`config.mk`:
```
export PLATFORM = sky130hd
export DESIGN_NAME = fcr_uart_bridge
export DESIGN_NICKNAME = d
export VERILOG_FILES = /design/src/rtl/fcr_uart_bridge_pkg.sv /design/src/rtl/fcr_uart_bridge_byte_fifo.sv /design/src/rtl/fcr_uart_bridge.sv
export SDC_FILE = /design/constraint.sdc
export NUM_CORES = 1
export LEC_CHECK = 0
export CAP_MARGIN = 5
export CORE_MARGIN = 3
export CORE_UTILIZATION = 35
export CTS_BUF_LIST = sky130_fd_sc_hd__clkbuf_2 sky130_fd_sc_hd__clkbuf_4 sky130_fd_sc_hd__clkbuf_8
export DETAILED_ROUTE_END_ITERATION = 8
export SLEW_MARGIN = 20
export SYNTH_ARGS = -nofsm -noshare
export SYNTH_HDL_FRONTEND = slang
export SYNTH_HIERARCHICAL = 1
export SYNTH_SLANG_ARGS = --single-unit
```
`constraint.sdc`:
```
create_clock -name clk -period 6.4 [get_ports clk]
set_input_delay 0.96 -clock clk [delete_from_list [all_inputs] [get_ports clk]]
set_output_delay 0.96 -clock clk [all_outputs]
set_load 0.05 [all_outputs]
```
`src/rtl/fcr_uart_bridge_pkg.sv`:
```
// Shared types and constants for the host UART <-> command-response controller bridge.
// Holds the FSM state encodings and the baud divisor calculation.
package fcr_uart_bridge_pkg;

   localparam int C_FRAME_BYTES = 17;

   typedef enum logic [1:0] {RX_IDLE, RX_START, RX_DATA, RX_STOP} rx_state_e;
   typedef enum logic [1:0] {C_IDLE, C_REQ, C_WAIT} cmd_state_e;
   typedef enum logic [0:0] {R_IDLE, R_ACK} rsp_state_e;

   // Clock cycles per UART bit, rounded to nearest.
   function automatic int calc_div(input int clk_hz, input int baud);
      return (clk_hz + baud / 2) / baud;
   endfunction

endpackage

```
`src/rtl/fcr_uart_bridge_byte_fifo.sv`:
```
// Synchronous byte FIFO with show-ahead head output; a pop frees its slot for a
// push in the same cycle, so push+pop while full is accepted.
module fcr_uart_bridge_byte_fifo #(
   parameter int AW = 4
) (
   input  logic       clk,
   input  logic       rst_n,
   input  logic       push_i,
   input  logic [7:0] din_i,
   input  logic       pop_i,
   output logic [7:0] dout_o,
   output logic       full_o,
   output logic       empty_o
);

   logic [7:0]  mem_q [2**AW];
   logic [AW:0] wr_q;
   logic [AW:0] rd_q;
   logic        do_push;
   logic        do_pop;

   assign empty_o = (wr_q == rd_q);
   assign full_o  = (wr_q[AW] != rd_q[AW]) && (wr_q[AW-1:0] == rd_q[AW-1:0]);
   assign do_pop  = pop_i && !empty_o;
   assign do_push = push_i && (!full_o || do_pop);
   assign dout_o  = mem_q[rd_q[AW-1:0]];

   always_ff @(posedge clk or negedge rst_n) begin
      if (!rst_n) begin
         wr_q <= '0;
         rd_q <= '0;
      end else begin
         if (do_push) wr_q <= wr_q + 1'b1;
         if (do_pop)  rd_q <= rd_q + 1'b1;
      end
   end

   always_ff @(posedge clk) begin
      if (do_push) mem_q[wr_q[AW-1:0]] <= din_i;
   end

endmodule

```
`src/rtl/fcr_uart_bridge.sv`:
```
// 8N1 UART receiver/transmitter bridged onto the controller's 4-phase
// command-byte and response-byte handshakes, with a byte FIFO on the RX side.
module fcr_uart_bridge
   import fcr_uart_bridge_pkg::*;
#(
   parameter int CLK_HZ     = 50_000_000,
   parameter int BAUD       = 115200,
   parameter int RX_FIFO_AW = 4
) (
   input  logic       clk,
   input  logic       rst_n,
   input  logic       uart_rx,
   output logic       uart_tx,
   output logic       cmd_byte_req,
   output logic [7:0] cmd_byte_data,
   input  logic       cmd_byte_ack,
   input  logic       rsp_byte_req,
   input  logic [7:0] rsp_byte_data,
   output logic       rsp_byte_ack,
   output logic       rx_overrun,
   output logic       rx_frame_err
);

   localparam int             DIV     = calc_div(CLK_HZ, BAUD);
   localparam int             CW      = $clog2(DIV + 1);
   localparam logic [CW-1:0]  DIV_M1  = CW'(DIV - 1);
   localparam logic [CW-1:0]  HALF_M1 = CW'(DIV / 2 - 1);

   logic [1:0] rx_sync_q, ack_sync_q, req_sync_q;
   logic       rx_prev_q;
   logic       rx_s, ack_s, req_s;

   always_ff @(posedge clk or negedge rst_n) begin
      if (!rst_n) begin
         rx_sync_q  <= 2'b11;
         ack_sync_q <= 2'b00;
         req_sync_q <= 2'b00;
         rx_prev_q  <= 1'b1;
      end else begin
         rx_sync_q  <= {rx_sync_q[0], uart_rx};
         ack_sync_q <= {ack_sync_q[0], cmd_byte_ack};
         req_sync_q <= {req_sync_q[0], rsp_byte_req};
         rx_prev_q  <= rx_sync_q[1];
      end
   end

   assign rx_s  = rx_sync_q[1];
   assign ack_s = ack_sync_q[1];
   assign req_s = req_sync_q[1];

   rx_state_e     rx_state_q;
   logic [CW-1:0] rx_cnt_q;
   logic [2:0]    rx_bit_q;
   logic [7:0]    rx_shift_q;
   logic          rx_push_q;
   logic          rx_frame_err_q;
   logic          rx_overrun_q;
   logic          fifo_full, fifo_empty, fifo_pop;
   logic [7:0]    fifo_dout;

   always_ff @(posedge clk or negedge rst_n) begin
      if (!rst_n) begin
         rx_state_q     <= RX_IDLE;
         rx_cnt_q       <= '0;
         rx_bit_q       <= '0;
         rx_shift_q     <= '0;
         rx_push_q      <= 1'b0;
         rx_frame_err_q <= 1'b0;
      end else begin
         rx_push_q <= 1'b0;
         case (rx_state_q)
            RX_IDLE: if (rx_prev_q && !rx_s) begin
               rx_cnt_q   <= '0;
               rx_state_q <= RX_START;
            end
            RX_START: if (rx_cnt_q == HALF_M1) begin
               rx_cnt_q   <= '0;
               rx_bit_q   <= '0;
               rx_state_q <= rx_s ? RX_IDLE : RX_DATA;
            end else rx_cnt_q <= rx_cnt_q + 1'b1;
            RX_DATA: if (rx_cnt_q == DIV_M1) begin
               rx_cnt_q   <= '0;
               rx_shift_q <= {rx_s, rx_shift_q[7:1]};
               rx_bit_q   <= rx_bit_q + 3'd1;
               if (rx_bit_q == 3'd7) rx_state_q <= RX_STOP;
            end else rx_cnt_q <= rx_cnt_q + 1'b1;
            RX_STOP: if (rx_cnt_q == DIV_M1) begin
               rx_cnt_q   <= '0;
               rx_state_q <= RX_IDLE;
               if (rx_s) rx_push_q      <= 1'b1;
               else      rx_frame_err_q <= 1'b1;
            end else rx_cnt_q <= rx_cnt_q + 1'b1;
            default: rx_state_q <= RX_IDLE;
         endcase
      end
   end

   // A full FIFO still accepts the byte when the command side pops in the same cycle.
   always_ff @(posedge clk or negedge rst_n) begin
      if (!rst_n)                                     rx_overrun_q <= 1'b0;
      else if (rx_push_q && fifo_full && !fifo_pop)   rx_overrun_q <= 1'b1;
   end

   fcr_uart_bridge_byte_fifo #(.AW(RX_FIFO_AW)) u_fifo (
      .clk     (clk),
      .rst_n   (rst_n),
      .push_i  (rx_push_q),
      .din_i   (rx_shift_q),
      .pop_i   (fifo_pop),
      .dout_o  (fifo_dout),
      .full_o  (fifo_full),
      .empty_o (fifo_empty)
   );

   // 4-phase handshakes: req rises with data stable, ack rises, req falls, ack falls;
   // a new req may only rise after ack has been seen low again.
   cmd_state_e cmd_state_q;
   logic       cmd_req_q;
   logic [7:0] cmd_data_q;

   assign fifo_pop = (cmd_state_q == C_IDLE) && !fifo_empty;

   always_ff @(posedge clk or negedge rst_n) begin
      if (!rst_n) begin
         cmd_state_q <= C_IDLE;
         cmd_req_q   <= 1'b0;
         cmd_data_q  <= '0;
      end else begin
         case (cmd_state_q)
            C_IDLE: if (!fifo_empty) begin
               cmd_data_q  <= fifo_dout;
               cmd_req_q   <= 1'b1;
               cmd_state_q <= C_REQ;
            end
            C_REQ: if (ack_s) begin
               cmd_req_q   <= 1'b0;
               cmd_state_q <= C_WAIT;
            end
            C_WAIT: if (!ack_s) cmd_state_q <= C_IDLE;
            default: cmd_state_q <= C_IDLE;
         endcase
      end
   end

   rsp_state_e    rsp_state_q;
   logic          rsp_ack_q;
   logic          tx_busy_q;
   logic [9:0]    tx_shift_q;
   logic [CW-1:0] tx_cnt_q;
   logic [3:0]    tx_bit_q;
   logic          uart_tx_q;

   // The ack and the TX load share one edge; the start bit appears on the next one.
   always_ff @(posedge clk or negedge rst_n) begin
      if (!rst_n) begin
         rsp_state_q <= R_IDLE;
         rsp_ack_q   <= 1'b0;
         tx_busy_q   <= 1'b0;
         tx_shift_q  <= '1;
         tx_cnt_q    <= '0;
         tx_bit_q    <= '0;
         uart_tx_q   <= 1'b1;
      end else begin
         case (rsp_state_q)
            R_IDLE: if (req_s && !tx_busy_q) begin
               tx_shift_q  <= {1'b1, rsp_byte_data, 1'b0};
               tx_busy_q   <= 1'b1;
               tx_cnt_q    <= '0;
               tx_bit_q    <= '0;
               rsp_ack_q   <= 1'b1;
               rsp_state_q <= R_ACK;
            end
            R_ACK: if (!req_s) begin
               rsp_ack_q   <= 1'b0;
               rsp_state_q <= R_IDLE;
            end
            default: rsp_state_q <= R_IDLE;
         endcase
         if (tx_busy_q) begin
            if (tx_cnt_q == '0) begin
               uart_tx_q  <= tx_shift_q[0];
               tx_shift_q <= {1'b1, tx_shift_q[9:1]};
            end
            if (tx_cnt_q == DIV_M1) begin
               tx_cnt_q <= '0;
               if (tx_bit_q == 4'd9) tx_busy_q <= 1'b0;
               else                  tx_bit_q  <= tx_bit_q + 4'd1;
            end else tx_cnt_q <= tx_cnt_q + 1'b1;
         end
      end
   end

   assign uart_tx       = uart_tx_q;
   assign cmd_byte_req  = cmd_req_q;
   assign cmd_byte_data = cmd_data_q;
   assign rsp_byte_ack  = rsp_ack_q;
   assign rx_overrun    = rx_overrun_q;
   assign rx_frame_err  = rx_frame_err_q;

endmodule

```
### Signal wires on met3

Drawn at 3 px/um.
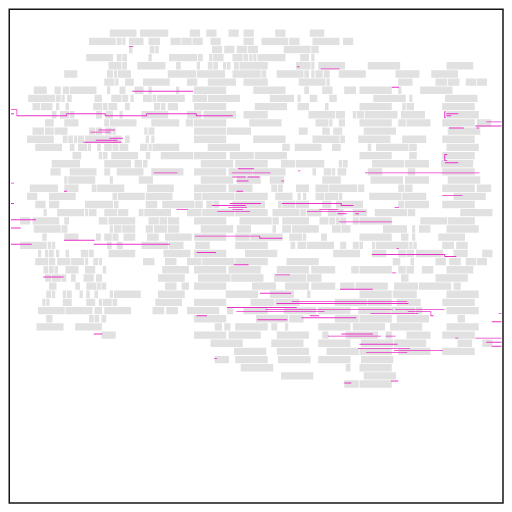
share of all routed wire: 4.9%
wire length on this layer: 901 um
vias after detailed routing: 4892
met3 usage: 0.0295
total wire length: 18500 um

### Clock wiring as the flow saved it

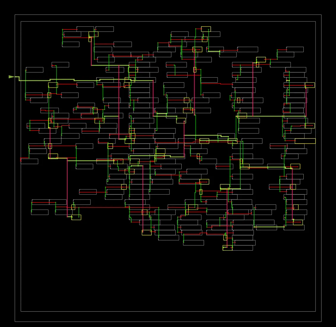
Seq cells: 208
CTS Buf Count: 31

==> metrics.cfg <==
[outcome]
status=completed

[place]
routabilityCongestion=0.796
io_buffers=25
placed_area_mm2=0.00928

[final_layout]
final_nets=623
area_growth_pct=13.0
ff_latch_area_mm2=0.00586
drive_gt1_frac=0.213
clk_share=0.0613
inverters_excl_clock=18
logic_area_mm2=0.00267
nClkBuffers=42

[die]
die_w_um=164
io_pins=26

[sta]
hold_viol=0
finalCriticalPeriod_ns=3.11
clock_skew_ns=0.0281
achievable-frequency_mhz=322
setup_ws_ns=3.29
fin_crit_sh=0.486

[yosys]
common_cells=edfxtp_1 (128), dfrtp_1 (66), nand2_1 (47)
xor_area_frac=0.0219
area_leaders=edfxtp_1 (44%), dfrtp_1 (19%), mux4_2 (8.2%)
ff_type=edfxtp_1
top_area_cell=edfxtp_1
netlist_instances=556
ys_warn_count=6
top_logic_kind=multiplexers

[pwr]
pwr-share-comb=0.086
p_clk_frac=0.365
power.leakage_nw=3.27
ir_worst_vdd_uv=197

[global_routing]
grt_pass1_vias=5047

[setup_path]
crit_fanout=36
startpoint=u_fifo/rd_q[1]$_DFFE_PN0P_
crit_path_end=u_fifo/mem_q[3][7]$_DFFE_PP_
critPathKind=reg -> reg
cp_slowest_cell=nor3_1
arrival_ns=3.27

[clock_tree]
clkTransAtPathRegs_ns=0.06
worstSkewPairLatency_ns=0.57
cts_root_buf=clkbuf_8

[job]
warning_count=34

### The metal 4 layer

Drawn at 2 px/um. Supply wires on this layer in gray.
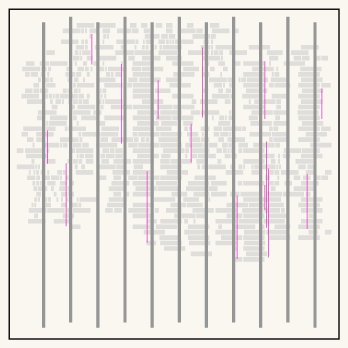
main direction: vertical
share of all routed wire: 2.2%
wire length on this layer: 411 um
longest straight run: 44.2 um

### Zoomed window

Region (98, 98) to (148, 148) um. Cells in gray, sequential cells in the stronger gray; small squares are vias.
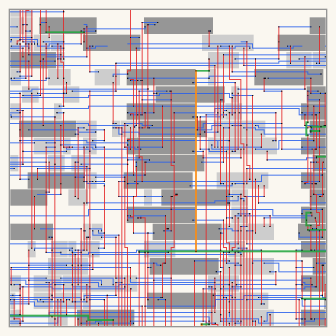
legend:
  green:
    layer: M3
  blue:
    layer: M1
  red:
    layer: M2
  orange:
    layer: M4
netlist names of flops here include: `u_fifo/mem_q` (14), `u_fifo/rd_q` (4), `cmd_byte_data` (2)
sequential cells in the window: 23
cells with their middle in the window: 84
most frequent: edfxtp_1 (14), dfrtp_1 (8), mux4_2 (8)

## layer usage
metal | global-route usage | part of all wire | vias up
li1 | - | - | 2197
met1 | 0.202 | 0.46 | 2514
met2 | 0.219 | 0.47 | 148
met3 | 0.0295 | 0.049 | 33
met4 | 0.0361 | 0.022 | 0
met5 | 0 | 0 | -
## registers in the layout, indices dropped and copies added (netlist names), 3 cells and up, named ones only
signal	flops
tx_bit_q	4
tx_cnt_q	9
cmd_byte_data	8
u_fifo/rd_q	5
rx_cnt_q	9
u_fifo/wr_q	5
u_fifo/mem_q	128
rx_bit_q	3
tx_shift_q	10
rx_shift_q	8
## worst max-delay path: cells and delay by family (launching register included)
family	cells	cell delay [ns]
AND-OR/OR-AND	1	0.18
buffers and inverters	3	0.75
XOR/XNOR	1	0.15
AND/OR/NAND/NOR	4	1.29
flip-flops	1	0.32
Power figures rest on the tool's default switching activity, not on a simulated workload.
